<file path="src/rtl/frame_pkg.sv">
// frame_pkg: shared state type, frame length and baud helper; FRAME_CHECKSUM_EN adds a checksum byte
package frame_pkg;
   typedef enum logic [2:0] {IDLE, START, DATA, STOP, GAP, DONE} tx_state_t;
`ifdef FRAME_CHECKSUM_EN
   localparam int FRAME_NBYTES = 3;
`else
   localparam int FRAME_NBYTES = 2;
`endif
   localparam int FRAME_IDX_W = (FRAME_NBYTES > 2) ? 2 : 1;
   function automatic int clks_per_bit(input int clk_freq, input int baud);
      return clk_freq / baud;
   endfunction
endpackage

</file>
<file path="src/rtl/uart_tx_byte.sv">
// uart_tx_byte: one 8N1 byte shifter; can relaunch in the last stop cycle for back-to-back bytes
module uart_tx_byte
   import frame_pkg::*;
#(
   parameter int CLKS_PER_BIT = 10
) (
   input  logic       clk,
   input  logic       rst,
   input  logic       i_start,
   input  logic [7:0] i_data,
   output logic       o_tx,
   output logic       o_done
);
   localparam int BW = $clog2(CLKS_PER_BIT);
   tx_state_t     r_state;
   logic [BW-1:0] r_baud;
   logic [2:0]    r_bit;
   logic [7:0]    r_shift;
   logic          w_bit_end;
   logic          w_ready;
   assign w_bit_end = r_baud == BW'(CLKS_PER_BIT - 1);
   assign o_done    = (r_state == STOP) && w_bit_end;
   assign w_ready   = (r_state == IDLE) || o_done;
   assign o_tx      = (r_state == START) ? 1'b0 : (r_state == DATA) ? r_shift[0] : 1'b1;
   // start bit, eight data bits LSB first, stop bit, each held for one baud period
   always_ff @(posedge clk or posedge rst)
      if (rst) begin
         r_state <= IDLE;
         r_baud  <= '0;
         r_bit   <= '0;
         r_shift <= '0;
      end else if (w_ready) begin
         r_state <= i_start ? START : IDLE;
         r_baud  <= '0;
         r_bit   <= '0;
         if (i_start) r_shift <= i_data;
      end else begin
         r_baud <= w_bit_end ? '0 : r_baud + 1'b1;
         if (w_bit_end && r_state == START) r_state <= DATA;
         if (w_bit_end && r_state == DATA) begin
            r_shift <= r_shift >> 1;
            r_bit   <= r_bit + 1'b1;
            if (r_bit == 3'd7) r_state <= STOP;
         end
      end
endmodule

</file>
<file path="src/rtl/req_frame_uart_tx.sv">
// req_frame_uart_tx: sends {byte1, byte2} (plus byte1^byte2 under FRAME_CHECKSUM_EN) as 8N1 with a done pulse
module req_frame_uart_tx
   import frame_pkg::*;
#(
   parameter int CLK_FREQ = 25_000_000,
   parameter int BAUD     = 115_200,
   parameter int GAP_BITS = 1
) (
   input  logic       clk,
   input  logic       rst,
   input  logic       start,
   input  logic [7:0] byte1,
   input  logic [7:0] byte2,
   output logic       tx,
   output logic       busy,
   output logic       done_pulse,
   output logic [7:0] frame_cnt
);
   localparam int CPB      = clks_per_bit(CLK_FREQ, BAUD);
   localparam int GAP_CLKS = GAP_BITS * CPB;
   localparam int GAP_LAST = (GAP_CLKS > 0) ? GAP_CLKS - 1 : 0;
   localparam int GW       = $clog2(GAP_LAST + 1) + 1;
   if (CPB < 2) begin : g_cpb_check
      $error("req_frame_uart_tx: CLKS_PER_BIT must be >= 2");
   end
   // START here means a byte is in flight inside the shifter
   tx_state_t              r_state;
   logic [7:0]             r_b1;
   logic [7:0]             r_b2;
   logic [FRAME_IDX_W-1:0] r_idx;
   logic [GW-1:0]          r_gap;
   logic [FRAME_IDX_W-1:0] w_sel;
   logic [7:0]             w_data;
   logic                   w_accept;
   logic                   w_byte_done;
   logic                   w_last;
   logic                   w_gap_end;
   logic                   w_launch;
   assign w_accept   = (r_state == IDLE) && start;
   assign w_last     = r_idx == FRAME_IDX_W'(FRAME_NBYTES - 1);
   assign w_gap_end  = (r_state == GAP) && (r_gap == GW'(GAP_LAST));
   assign w_launch   = w_accept || w_gap_end ||
                       ((r_state == START) && w_byte_done && !w_last && (GAP_BITS == 0));
   assign busy       = r_state != IDLE;
   assign done_pulse = r_state == DONE;
   // next byte to hand the shifter: byte1 straight from the port on acceptance, else the shadow copy
   always_comb begin
      w_sel = (r_state == GAP) ? r_idx : r_idx + 1'b1;
`ifdef FRAME_CHECKSUM_EN
      w_data = w_accept ? byte1 : (w_sel == 2'd2) ? (r_b1 ^ r_b2) : (w_sel == 2'd1) ? r_b2 : r_b1;
`else
      w_data = w_accept ? byte1 : w_sel[0] ? r_b2 : r_b1;
`endif
   end
   // byte sequencing, inter-byte gap, done cycle and frame counter
   always_ff @(posedge clk or posedge rst)
      if (rst) begin
         r_state   <= IDLE;
         r_b1      <= '0;
         r_b2      <= '0;
         r_idx     <= '0;
         r_gap     <= '0;
         frame_cnt <= '0;
      end else begin
         case (r_state)
            IDLE: if (start) begin
               r_b1    <= byte1;
               r_b2    <= byte2;
               r_idx   <= '0;
               r_state <= START;
            end
            START: if (w_byte_done) begin
               if (w_last) r_state <= DONE;
               else begin
                  r_idx   <= r_idx + 1'b1;
                  r_gap   <= '0;
                  r_state <= (GAP_BITS > 0) ? GAP : START;
               end
            end
            GAP: begin
               r_gap <= w_gap_end ? '0 : r_gap + 1'b1;
               if (w_gap_end) r_state <= START;
            end
            DONE: begin
               frame_cnt <= frame_cnt + 1'b1;
               r_state   <= IDLE;
            end
            default: r_state <= IDLE;
         endcase
      end
   uart_tx_byte #(.CLKS_PER_BIT(CPB)) u_byte (
      .clk    (clk),
      .rst    (rst),
      .i_start(w_launch),
      .i_data (w_data),
      .o_tx   (tx),
      .o_done (w_byte_done)
   );
endmodule

</file>
<file path="config.mk">
export PLATFORM = sky130hd
export DESIGN_NAME = req_frame_uart_tx
export DESIGN_NICKNAME = d
export VERILOG_FILES = /design/src/rtl/frame_pkg.sv /design/src/rtl/uart_tx_byte.sv /design/src/rtl/req_frame_uart_tx.sv
export SDC_FILE = /design/constraint.sdc
export NUM_CORES = 1
export LEC_CHECK = 0
export CAP_MARGIN = 15
export CORE_ASPECT_RATIO = 0.9
export CORE_MARGIN = 5
export CORE_UTILIZATION = 45
export CTS_CLUSTER_DIAMETER = 30
export DETAILED_ROUTE_END_ITERATION = 16
export GPL_ROUTABILITY_DRIVEN = 0
export PLACE_DENSITY = 0.71
export SLEW_MARGIN = 20
export SYNTH_ARGS = -nofsm -noshare
export SYNTH_HDL_FRONTEND = slang
export SYNTH_SLANG_ARGS = --single-unit
</file>
<file path="constraint.sdc">
create_clock -name clk -period 4.2 [get_ports clk]
set_input_delay 0.84 -clock clk [delete_from_list [all_inputs] [get_ports clk]]
set_output_delay 0.84 -clock clk [all_outputs]
set_load 0.01 [all_outputs]
</file>
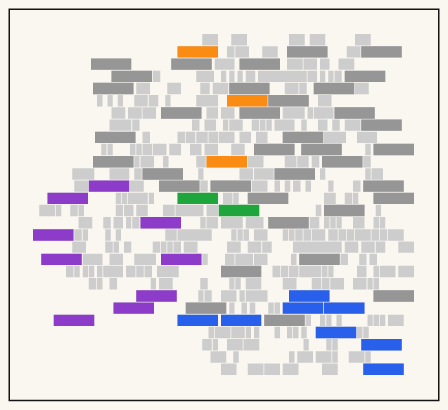
(images/registers.png)
Other sequential cells in the stronger grey, the rest of the logic in the fainter grey.
Key: green = r_state [sequential cells 2]; blue = r_b2 [sequential cells 8]; purple = r_gap [sequential cells 9]; orange = u_byte.r_state [sequential cells 3]
Another 36 sequential cells are not coloured.
Flop area: 1451 sq um
post-layout util: 0.5380
Seq power: 573 uW
Seq area share: 0.4162

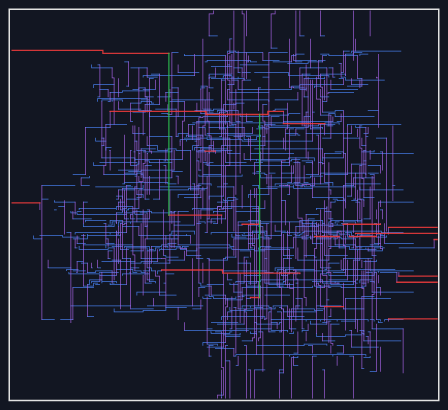
(images/metal_stack.png)
Key: green = met4 [wire length 76.8 um]; blue = met1 [wire length 2,690 um]; purple = met2 [wire length 2,940 um]; red = met3 [wire length 224 um]
via count: 2,252
Post-Route WL: 5.933 mm

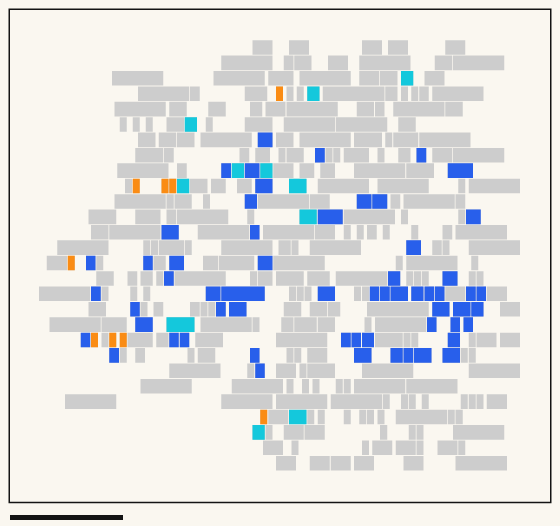
(images/gate_families.png)
Scale bar: 20 um.
Key: blue = inverting AOI/OAI gates [cells 59]; orange = inverters [cells 9, where left middle]; cyan = AND and OR gates [cells 11]
fraction of area in multi-input gates: 0.3915
Post-Layout Cell Count: 431

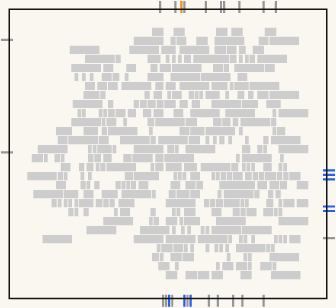
(images/pins.png)
Pins as bars across the die edge, other pins in grey.
Key: blue = byte1 [pins 8, direction input, edge 5 right, 3 bottom]; orange = done_pulse [pins 1, direction output, edge top]
Port Buffers: 29
Die Height: 86.87 um
Die Width: 95.41 um

==> results_dict.tcl <==
# collected from the flow reports
set metrics [dict create \
    met3_length_um 224 \
    grt_first_pass_wirelength_mm 10.35 \
    cts_root_buf "clkbuf_8" \
    yosys_warnings 0 \
    yosys.area.top_type_share 0.4913 \
    cellPowerDensity_nw_per_um2 343.5 \
    cts.repair.resized 0 \
    drcViolationCount 0 \
    die-area_sq_um 8287 \
    cts.sinks 58 \
    top_layer "met4" \
    core_area_sq_um 6481 \
    cap_violations 0 \
    p_leak_uw 0.001612 \
    hpwl_mm 4.087 \
    placedInstanceArea_sq_um 3261 \
    hold_viol 0 \
    areaGrowthSynthToFinish_pct 18.04 \
    antenna_found_initial 0 \
    io_pins 30 \
    cp-end-kind "output pin" \
    ys_seq_elements 58 \
    crit_path_max_fanout 10 \
    hold_depth 1 \
    synth_cells 313 \
    top_cells_by_count "66 x nand2_1, 58 x dfrtp_1, 26 x nor2_1, 21 x o21ai_0, 12 x xnor2_1" \
    firstDrtPassIters 4 \
    drt_iter0_drc 97 \
    final_nets 362 \
    slew_viol_final 0 \
    reg2reg_from "r_gap[0]" \
    ff_type "dfrtp_1" \
    synthArstFlopShare 1.000 \
    cts_max_path_buffers 2 \
    fill_cells 579 \
    synth.net_count 339 \
    max_freq_mhz 385.6 \
    skew_ns 0.008624 \
    setup_tns_ns 0 \
    clk_latency_ns 0.34 \
    design_area_sq_um 3487 \
    clk_pin_slew_ns 0.08 \
    vdd_drop_max_v 0.0001665 \
    synth_area_sq_um 2954 \
    critical_path_arrival_ns 1.75 \
    warning_count 28 \
    setup_viol 0 \
    wl_met1_mm 2.692 \
    dr_wl_met2_mm 2.939 \
    yosysTopAreaCell "dfrtp_1" \
    worst_hold_slack_ns 0.4729 \
    ctsHtreeMaxLevel 3 \
    worstSetupPathType "reg2out" \
    slew_headroom 0.2753 \
    r2r_slack_ns 1.97 \
    cts_setup_buffers 0 \
    start_kind "flop" \
    initial_core_util 0.4558 \
    ys_types 47 \
    cts_hold_buf 0 \
    post-route-min-period_ns 2.593 \
    antenna_left 0 \
    grt_overflow 0 \
    grt_max_degree 51 \
    drive_above_1_share 0.09384 \
    yosys-stat-cells 313 \
    synth_top_cell_by_count "nand2_1" \
    r2r_cells 7 \
    grt_pass1_vias 2246 \
    crit_required_ns 3.36 \
    synth_seq_share 0.4913 \
    hold_start "frame_cnt[7]" \
    rows 28 \
    cts_tree "done" \
    viasPerCell 5.225 \
    hold_path_end "frame_cnt[7]" \
    synth.avg_cell_area_sq_um 9.438 \
    status "finished, final reports clean" \
    period_used_share 0.6174 \
    wl_per_cell_um 13.77 \
    edf_count 0 \
    ys_chip_area_sq_um 2954 \
    multiInputGateArea_sq_um 1365 \
    r2r-end "r_gap[6]" \
    worstMarginPinSlew_ns 1.083 \
    hold_path.class "reg2reg" \
    track_usage 0.1624 \
    rsz0062_at_grt "no" \
]
## how the worst max path moves through the flow
stage / startpoint / to
finish: u_byte.r_state[1] / tx
global route: u_byte.r_state[1] / tx
CTS: u_byte.r_state[1] / tx
detailed placement: start / u_byte.r_shift[3]
global placement: start / u_byte.r_shift[2]
floorplan: rst / frame_cnt[0]
## metrics by stage
stage | power [uW] | cells | setup WS, ns
3_5_place_dp | 630.0 | 415 | 1.316
6_report | 1198 | 431 | 1.607
5_1_grt | 1247 | 431 | 1.543
4_1_cts | 1214 | 431 | 1.582
2_1_floorplan | 602.8 | 313 | 1.932
3_3_place_gp | 628.6 | 415 | 1.390
## sequential cells by signal, summed over array words and instances (netlist names)
register        cells
r_gap               9
frame_cnt           8
r_b1                8
r_b2                8
u_byte.r_baud       8
u_byte.r_shift      8
u_byte.r_bit        3
u_byte.r_state      3
r_state             2
r_idx               1
## where the power goes
part           leakage, uW  total (uW)  switching [uW]  internal, uW
combinational     0.000744        45.5            22.1          23.3
clock             0.000110         580             241           339
sequential        0.000758         573            6.48           566
## layout make-up
type / count / area share
flip-flops and latches: 58 / 0.4162
well taps: 90 / 0.03229
multi-input cells: 228 / 0.3915
repair buffers: 30 / 0.08540
inverters: 9 / 0.009688
clock inverters: 7 / 0.02942
clock buffers: 9 / 0.03552
## logic make-up after synthesis
group                    count (synthesis)  synth area share
multiplexers                             5           0.01821
XOR/XNOR                                17           0.05040
buffers and inverters                   27           0.04659
AND/OR/NAND/NOR                        137            0.2156
flip-flops                              58            0.4913
adder cells (fa/ha/maj)                  7           0.02965
AND-OR/OR-AND                           62            0.1482
## critical path, stage by stage, from the launching register on
cell	delay [ns]
dfrtp_1	0.50
nor3b_1	0.20
o21bai_1	0.16
clkdlybuf4s50_1	0.56
## routing by layer
| layer | vias to the layer above | track usage |
|---|---|---|
| met5 | - | 0 |
| met3 | 6 | 0.05532 |
| met4 | 0 | 0.06202 |
| met2 | 27 | 0.2594 |
| met1 | 1096 | 0.2039 |
| li1 | 1123 | - |
## layout by cell type (no fill, tap or decap), drive strengths merged, types with 2 or more instances in the layout
cell and n:
o221ai 7, clkdlybuf4s50 29, nand4 3, mux2i 2
clkbuf 9, o21ai 27, mux2 3, bufinv 2
o22ai 6, o21bai 3, ha 7, nor3 9
dfrtp 58, o31ai 3, nand3 10, nor2 26
nor3b 2, inv 10, a211oi 7, or3 2
clkinv 3, nor2b 3, and3 4, xnor2 12
nand2b 3, nand2 66, xor2 5, nand3b 3
o41ai 3
No activity file was given, so power comes from the tool's default toggle rates.
